==> config.mk <==
export PLATFORM = sky130hd
export DESIGN_NAME = mm_step_sequencer
export DESIGN_NICKNAME = d
export VERILOG_FILES = /design/src/rtl/mm_step_sequencer.sv
export SDC_FILE = /design/constraint.sdc
export NUM_CORES = 1
export LEC_CHECK = 0
export CAP_MARGIN = 20
export CORE_MARGIN = 4
export CORE_UTILIZATION = 30
export CTS_BUF_LIST = sky130_fd_sc_hd__clkbuf_16
export DETAILED_ROUTE_END_ITERATION = 10
export SLEW_MARGIN = 20
export SYNTH_ARGS = -nofsm -noshare
export SYNTH_HDL_FRONTEND = slang
export SYNTH_SLANG_ARGS = --single-unit
==> constraint.sdc <==
create_clock -name clock_16mhz -period 4.6 [get_ports clock_16mhz]
set_clock_uncertainty 0.2 [all_clocks]
set_input_delay 0.92 -clock clock_16mhz [delete_from_list [all_inputs] [get_ports clock_16mhz]]
set_output_delay 0.92 -clock clock_16mhz [all_outputs]
set_load 0.02 [all_outputs]
Fig. 1: wires at chosen ports, followed through buffers
Bar = 50 microns.
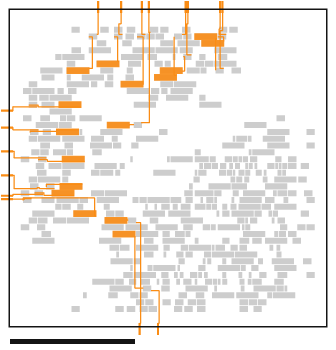
Orange shows o_throttle_len, direction output, edge 8 north, 6 west, 2 south, end cells 16, wire 541 microns.
num ports: 93
port bufs: 92

Fig. 2: met2 routing
Bar = 50 microns.
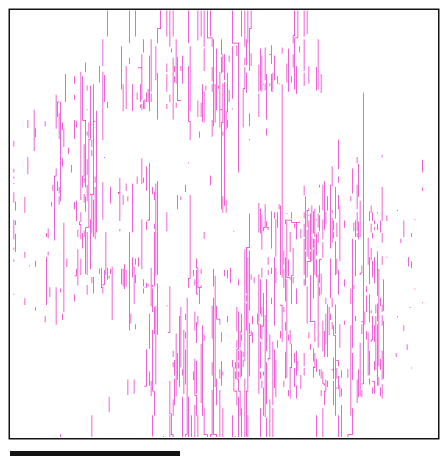
The longest straight run is 85.8 microns. The layer holds 47% of the routed length. The wires run mostly vertical. The layer carries 4,760 microns of wire.
Detailed Route WL: 10,200 microns
routed vias: 2,894
met2 usage: 0.209

==> flow_metrics.tcl <==
# implementation run metrics
set metrics [dict create \
    outcome "finished clean" \
    crit_family "simple AND/OR/NAND/NOR gates" \
    hold_viol_final 0 \
    grt_max_degree 48 \
    h-tree-depth 3 \
    timing_worst_slew_pin_value_ps 785 \
    grt_pass1_vias 3056 \
    top_layer "met4" \
    combinationalPowerShare 0.334 \
    ant_nets 0 \
    crit_cells 6 \
    dp_hpwl_microns 7030 \
    synthTopCellsByArea "dfrtp_1 54%, mux2_2 8.9%, mux2_4 5.7%" \
    crit_fanout 47 \
    drt_first_pass_iters 5 \
    setup_viol 0 \
    crit_buf_inv 1 \
    yosysSeqAreaShare 0.537 \
    max_stage_delay_ps 630 \
    die_w_microns 126 \
    fin_cells 596 \
    swShare 0.335 \
    vias_per_cell 4.86 \
    max_freq_ghz 0.336 \
    crit_path_start_kind "input port" \
    fin_nets 471 \
    cts_resized 0 \
    initCoreUtil 0.312 \
    hp-class "register to register" \
    finalClockPeriodUsage 0.648 \
    gp_congestion 0.798 \
    tool_warnings 26 \
    synthCells 328 \
    syn_avg_cell_area_sq_um 12.8 \
    p_leak_uw 0.00232 \
    synth_flops 90 \
    top_area_cell "dfrtp_1" \
    cts_buffers 9 \
    overflow 0 \
    required_ps 4620 \
    rsz0062_at_grt "false" \
    syn_to_final_growth_pct 30.9 \
    hold_buffers 0 \
    rows 42 \
]
power groups by stage:
stage	sequential [uW]	clock (uW)	combinational, uW
after floorplan	1160	0	659
after global placement	1180	0	899
after detailed placement	1180	0	918
after CTS	1170	672	921
after global routing	1200	703	995
final	1170	645	912
layout make-up:
type	count	area [sq um]	area share
inverters	5	20.0	0.00365
flip-flops and latches	90	2250	0.410
multi-input cells	213	1780	0.325
clock buffers	9	225	0.0410
clock inverters	6	27.5	0.00502
repair buffers	97	958	0.175
well taps	176	220	0.0401
stage by stage:
stage	power [uW]	hold slack, ps	area [sq um]	util	setup WS (ps)
floorplan	1820	262	4190	-	1140
global placement	2070	277	5240	0.389	1290
detailed placement	2100	276	5240	0.389	1240
CTS	2760	292	5490	0.408	1620
global route	2900	297	5490	0.408	1510
finish	2730	290	5490	0.408	1620
logic make-up (layout without fill, tap and decap cells):
group,Yosys count,in the layout,synth area share
buffers and inverters,25,117,0.0379
XOR/XNOR,27,27,0.0564
AND-OR/OR-AND,58,58,0.106
flip-flops,90,90,0.537
multiplexers,51,51,0.151
AND/OR/NAND/NOR,76,76,0.109
adder cells (fa/ha/maj),1,1,0.00298
routing by layer:
layer	vias to the layer above	global-route usage
met5	-	0
met4	0	0.0479
met3	14	0.0377
met2	79	0.209
met1	1437	0.174
li1	1364	-
Power is estimated from default activity; no workload was simulated.
